==> config.mk <==
export PLATFORM = sky130hd
export DESIGN_NAME = mem_req_arbiter
export DESIGN_NICKNAME = d
export VERILOG_FILES = /design/src/rtl/mem_req_arbiter_pkg.sv /design/src/rtl/mem_req_arbiter_starve_counter.sv /design/src/rtl/mem_req_arbiter.sv
export SDC_FILE = /design/constraint.sdc
export NUM_CORES = 1
export LEC_CHECK = 0
export CAP_MARGIN = 10
export CELL_PAD_IN_SITES_DETAIL_PLACEMENT = 2
export CELL_PAD_IN_SITES_GLOBAL_PLACEMENT = 2
export CORE_UTILIZATION = 28
export CTS_BUF_LIST = sky130_fd_sc_hd__clkbuf_2 sky130_fd_sc_hd__clkbuf_4 sky130_fd_sc_hd__clkbuf_8
export CTS_CLUSTER_DIAMETER = 60
export DETAILED_ROUTE_END_ITERATION = 8
export PLACE_DENSITY_LB_ADDON = 0.1
export SETUP_SLACK_MARGIN = 0.3
export SLEW_MARGIN = 40
export SYNTH_ARGS = -nofsm -noshare
export SYNTH_HDL_FRONTEND = slang
export SYNTH_HIERARCHICAL = 1
export SYNTH_SLANG_ARGS = --single-unit
export TNS_END_PERCENT = 20
==> constraint.sdc <==
create_clock -name clk -period 3.3 [get_ports clk]
set_input_delay 0.66 -clock clk [delete_from_list [all_inputs] [get_ports clk]]
set_output_delay 0.66 -clock clk [all_outputs]
set_load 0.03 [all_outputs]
run_1/met1.png
Supply wires on this layer in grey.
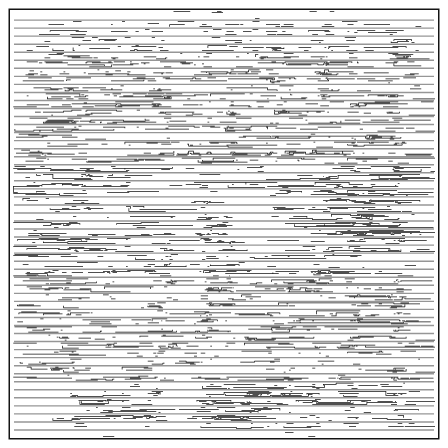
nets with wire on the layer: 718
wire length on this layer: 7,760 um
main direction: horizontal
via count: 4,568
drt total wl: 20,200 um

run_1/met2.png
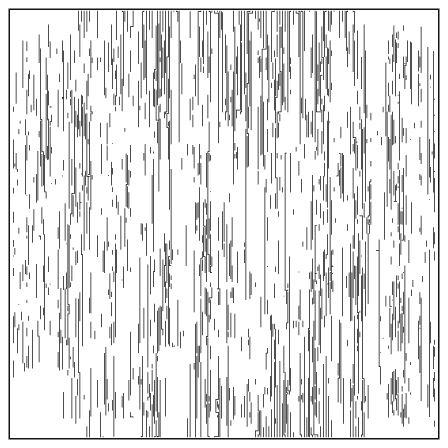
share of all routed wire: 49%
wire length on this layer: 9,940 um
met2 Resource Use GR: 33.7%

run_1/met3.png
The bar under the picture is 50 um long.
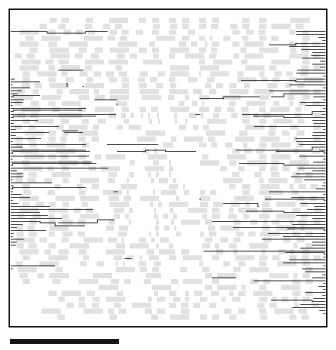
share of all routed wire: 12%
main direction: horizontal
wire length on this layer: 2,340 um
nets with wire on the layer: 161
longest straight run: 55.4 um
GR Layer Usage met3: 8.72%

==> impl_metrics.env, run 1 <==
# flow metrics
export IMPL_power_density_mw_per_mm2=1020
export IMPL_cts_buffer_depth=2
export IMPL_worstRegToRegCells=9
export IMPL_hold_buffers=0
export IMPL_path_class="register to output pin"
export IMPL_fill_cells=1925
export IMPL_top_area_cell="dfrtp_1"
export IMPL_clkTransAtPathRegs_ns=0.09
export IMPL_drtIter0Drc=133
export IMPL_setup_viol=0
export IMPL_status="complete, no violations"
export IMPL_critPathRequiredTime_ns=2.64
export IMPL_fp_util_pct=29.0
export IMPL_cts_root_buf="clkbuf_8"
export IMPL_critPathTopFamily="buffers and inverters"
export IMPL_ys_top_cells_by_count="142 x dfrtp_1, 57 x a22o_1, 41 x mux2_2"
export IMPL_drc=0
export IMPL_port_buffers=274
export IMPL_cts_max_level=4
export IMPL_warnings=31
export IMPL_firstDrtPassIters=4
export IMPL_place_congestion=0.758
export IMPL_ys_area_mm2=0.00571
export IMPL_final_core_util_pct=46.5
export IMPL_cp_data_arrival_time_ns=2.03
export IMPL_path_buffers=3
export IMPL_tns_ns=0
export IMPL_fin_nets=828
export IMPL_ys_ff=142
export IMPL_dp_hpwl_um=14800
export IMPL_grt_antenna_before_repair=2
export IMPL_grt_pass1_vias=5223
export IMPL_p_leak_nw=3.91
export IMPL_cp_start_kind="register"
export IMPL_reg2reg_slack_ns=1.14
export IMPL_clock_skew_ns=0.0142
export IMPL_areaGrowthSynthToFinish_pct=60.6
export IMPL_finalHoldViolations=0
export IMPL_numCtsBuffers=17
export IMPL_cts_resized_gates=0
export IMPL_grt_pass1_wl_um=30600
export IMPL_dp_slack_ns=0.480
export IMPL_die_area_mm2=0.0210
export IMPL_fin_ws_ns=0.606
export IMPL_cp_depth=4
export IMPL_ioPinCount=275
export IMPL_worst_slew_pin_slew_ns=0.661
export IMPL_yosysUniqueCellTypes=40
export IMPL_yosys_stat_cells=400
export IMPL_final_layout_size_suffix_gt1_share_pct=18.6
export IMPL_edf_count=0
export IMPL_drv_cap=0
export IMPL_max_vdd_ir_drop_mv=0.447
export IMPL_clock_sinks=142
export IMPL_grt_setup_unrepaired="no"
export IMPL_die_height_um=145
export IMPL_crit_chain="inv_1 -> ha_1 -> inv_1 -> clkdlybuf4s50_1"
export IMPL_insertion_delay_ns=0.44
export IMPL_grt_ovfl_total=0
export IMPL_fin_crit_sh_pct=81.6
export IMPL_cts_tree="done"
export IMPL_viasPerCell=4.76
export IMPL_final_cells=960
export IMPL_async_reset_ff_share_pct=100
export IMPL_area_leaders="dfrtp_1 62%, a22o_1 8.7%, mux2_2 8.1%"
export IMPL_final_antenna_net_count=0
run 1: cells by family (layout without fill, tap and decap cells):
kind of cell	count (synthesis)	in the layout	synth area share [%]
other	0	1	0
AOI/OAI and AO/OA	106	106	17.1
buffers and inverters	35	329	3.22
xor gates and xnor gates	1	1	0.153
and+or+nand+nor	66	66	7.34
adders and majority gates	8	8	1.75
DFF	142	142	62.2
muxes	42	42	8.28
run 1: worst reg2reg max path, delay by kind of cell (launching register included):
kind,cells,cell delay (ns)
buffers and inverters,3,0.57
and+or+nand+nor,3,0.43
AOI/OAI and AO/OA,2,0.42
DFF,1,0.38
adders and majority gates,1,0.23
run 1: final cells by class:
cell class	count	area [um2]	share of cell area [%]
flip-flops and latches	142	3550	38.7
repair buffers	285	2840	30.9
clock inverters	13	155	1.69
well taps	265	332	3.61
clock buffers	19	255	2.78
inverters	12	45.0	0.491
diodes	1	2.50	0.0273
multi-input cells	223	2000	21.7
run 1: power breakdown:
| part | switching [mW] | internal, mW | leakage, nW | total, mW |
|---|---|---|---|---|
| combinational | 2.71 | 2.27 | 1.94 | 4.98 |
| clock | 0.740 | 0.719 | 0.199 | 1.46 |
| sequential | 0.453 | 2.51 | 1.77 | 2.97 |
| total | 3.90 | 5.50 | 3.91 | 9.40 |
run 1: layout by cell type, fill, tap and decap left out, drive strengths merged, types with 8 or more instances in the layout:
master	synthesis	routed
mux2	42	42
clkbuf	5	19
dfrtp	142	142
nand2b	31	31
a21oi	8	8
o221a	32	32
a22o	57	57
nand2	8	8
clkdlybuf4s50	0	273
buf	18	12
ha	8	8
inv	12	17
run 1: per-stage QoR:
step | area [um2] | hold WS, ns
after floorplan | 5710 | 0.364
after global placement | 8750 | 0.487
after detailed placement | 8760 | 0.491
after CTS | 9170 | 0.189
after global routing | 9180 | 0.201
final | 9180 | 0.181
run 1: layer usage:
| layer | up-vias | part of all wire (%) | track usage (%) |
|---|---|---|---|
| li1 | 2050 | - | - |
| met1 | 2325 | 38 | 22.5 |
| met2 | 179 | 49 | 33.7 |
| met3 | 12 | 12 | 8.72 |
| met4 | 2 | 0.70 | 4.71 |
| met5 | - | 0.040 | 0 |
==> run 1 -> run 2 <==
--- a/config.mk
+++ b/config.mk
@@ -8,7 +8,7 @@
 export CAP_MARGIN = 10
 export CELL_PAD_IN_SITES_DETAIL_PLACEMENT = 2
 export CELL_PAD_IN_SITES_GLOBAL_PLACEMENT = 2
-export CORE_UTILIZATION = 28
+export CORE_UTILIZATION = 24
 export CTS_BUF_LIST = sky130_fd_sc_hd__clkbuf_2 sky130_fd_sc_hd__clkbuf_4 sky130_fd_sc_hd__clkbuf_8
 export CTS_CLUSTER_DIAMETER = 60
 export DETAILED_ROUTE_END_ITERATION = 8
==> constraint.sdc (replaced) <==
create_clock -name clk -period 2.17 [get_ports clk]
set_input_delay 0.434 -clock clk [delete_from_list [all_inputs] [get_ports clk]]
set_output_delay 0.434 -clock clk [all_outputs]
set_load 0.03 [all_outputs]
run_2/met2.png
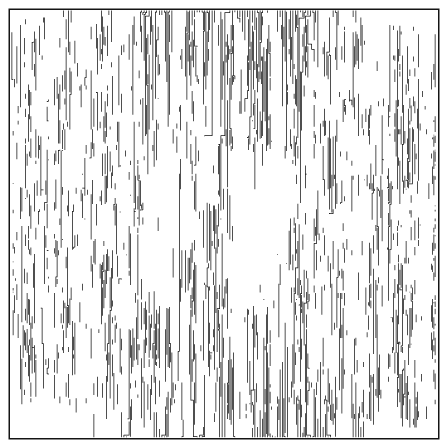
via count: 4,758
drt total wl: 20,700 um
met2 Resource Use GR: 29.7%

run_2/met1.png
Supply wires on this layer in grey.
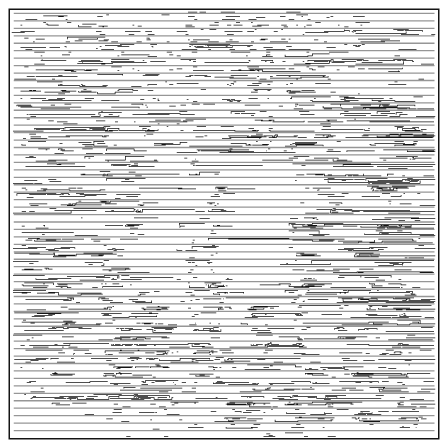
share of all routed wire: 40%
nets with wire on the layer: 763
longest straight run: 44.6 um
wire length on this layer: 8,190 um
grt met1 use: 19.9%

==> impl_metrics.env, run 2 <==
# flow metrics
export IMPL_status="complete, no violations"
export IMPL_cp_data_arrival_time_ns=1.53
export IMPL_seq_area_mm2=0.00355
export IMPL_setup_viol=0
export IMPL_worst_slew_pin_slew_ns=0.600
export IMPL_ys_top_cells_by_count="142 x dfrtp_1, 57 x a22o_1, 41 x mux2_2"
export IMPL_layout_top_cell="clkdlybuf4s50_1"
export IMPL_yosysUniqueCellTypes=40
export IMPL_die_area_mm2=0.0244
export IMPL_final_cell_mix="233 x clkdlybuf4s50_1, 142 x dfrtp_1, 57 x a22o_1"
export IMPL_max_stage_delay_ns=0.71
export IMPL_ys_ff=142
export IMPL_cts_root_buf="clkbuf_8"
export IMPL_place_congestion=0.751
export IMPL_clock_skew_ns=0.0157
export IMPL_grt_setup_unrepaired="yes"
export IMPL_grt_pass1_wl_um=32000
export IMPL_final_antenna_net_count=0
export IMPL_fin_ws_ns=0.208
export IMPL_grt_pass1_vias=5527
export IMPL_power_density_mw_per_mm2=1510
export IMPL_final_layout_size_suffix_gt1_share_pct=23.0
export IMPL_path_class="register to output pin"
export IMPL_path_buffers=1
export IMPL_cp_start_kind="register"
export IMPL_fp_util_pct=24.4
export IMPL_tns_ns=0
export IMPL_drv_cap=0
export IMPL_edf_count=0
export IMPL_critPathRequiredTime_ns=1.74
export IMPL_async_reset_ff_share_pct=100
export IMPL_firstDrtPassIters=4
export IMPL_cts_max_level=4
export IMPL_critPathTopFamily="buffers and inverters"
export IMPL_ys_area_mm2=0.00571
export IMPL_fin_nets=856
export IMPL_port_buffers=274
export IMPL_cts_buffer_depth=2
export IMPL_dp_hpwl_um=15000
export IMPL_viasPerCell=4.57
export IMPL_crit_chain="clkdlybuf4s50_1"
export IMPL_numCtsBuffers=17
export IMPL_top_area_cell="dfrtp_1"
export IMPL_fin_crit_sh_pct=90.4
export IMPL_cp_depth=1
export IMPL_ioPinCount=275
export IMPL_reg2reg_slack_ns=0.29
export IMPL_grt_antenna_before_repair=1
export IMPL_insertion_delay_ns=0.45
export IMPL_worstRegToRegCells=11
export IMPL_dp_slack_ns=-0.341
export IMPL_clkTransAtPathRegs_ns=0.09
export IMPL_final_comb_area_mm2=0.00203
export IMPL_grt_ovfl_total=0
export IMPL_die_height_um=156
export IMPL_area_leaders="dfrtp_1 62%, a22o_1 8.7%, mux2_2 8.1%"
export IMPL_yosys_stat_cells=400
export IMPL_finalHoldViolations=0
export IMPL_p_leak_nw=4.59
export IMPL_drc=0
run_2/met4.png
Supply wires on this layer in grey.
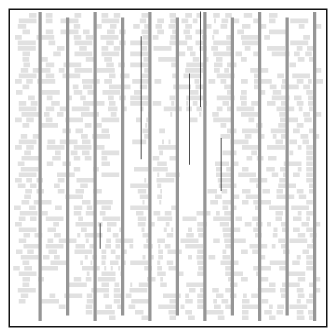
share of all routed wire: 0.92%
longest straight run: 60.5 um
wire length on this layer: 190 um
main direction: vertical

==> run 2: power breakdown <==
part,internal [mW],switching [mW],total [mW]
Sequential,3.82,0.650,4.47
Clock,1.18,1.15,2.33
Combinational,3.67,4.21,7.88
Total,8.66,6.01,14.7
==> run 2: cells by family after synthesis <==
logic type	count (synthesis)	synth area share [%]
multiplexers	42	8.28
flip-flops	142	62.2
AND-OR/OR-AND	106	17.1
XOR/XNOR	1	0.153
AND/OR/NAND/NOR	66	7.34
buffers and inverters	35	3.22
adder cells (fa/ha/maj)	8	1.75
==> run 2: through the flow <==
stage                     area [um2]  hold WS [ns]  cells  power [mW]  utilization [%]
after detailed placement        9030         0.245    993        12.4             38.6
final                           9700         0.350   1042        14.7             41.5
after CTS                       9560         0.316   1036        15.0             40.8
after global placement          9030         0.244    993        12.2             38.6
after global routing            9700         0.319   1041        15.5             41.5
after floorplan                 5720         0.138    400        8.77                -
==> run 2: timing repair <==
item	4_1_cts	5_1_grt
hold buffers	1	0
endpoints found under the setup margin	240	202
hold endpoints to repair	6	0
setup buffers	10	5
gates resized	18	44
pin swaps	2	6
==> run 2: layout make-up <==
class                   instances  area share, %
clock buffers                  18           2.49
repair buffers                313           33.5
multi-input cells             223           20.9
flip-flops and latches        142           36.6
diodes                          1         0.0258
well taps                     319           4.11
clock inverters                14           1.87
inverters                      12          0.490
==> run 2: per-layer routing <==
metal / global-route usage [%] / up-vias / wire, um
met1: 19.9 / 2455 / 8190
met3: 7.03 / 13 / 1910
met5: 0 / - / 0
li1: - / 2110 / -
met2: 29.7 / 180 / 10400
met4: 4.34 / 0 / 190
Power figures rest on the tool's default switching activity, not on a simulated workload.
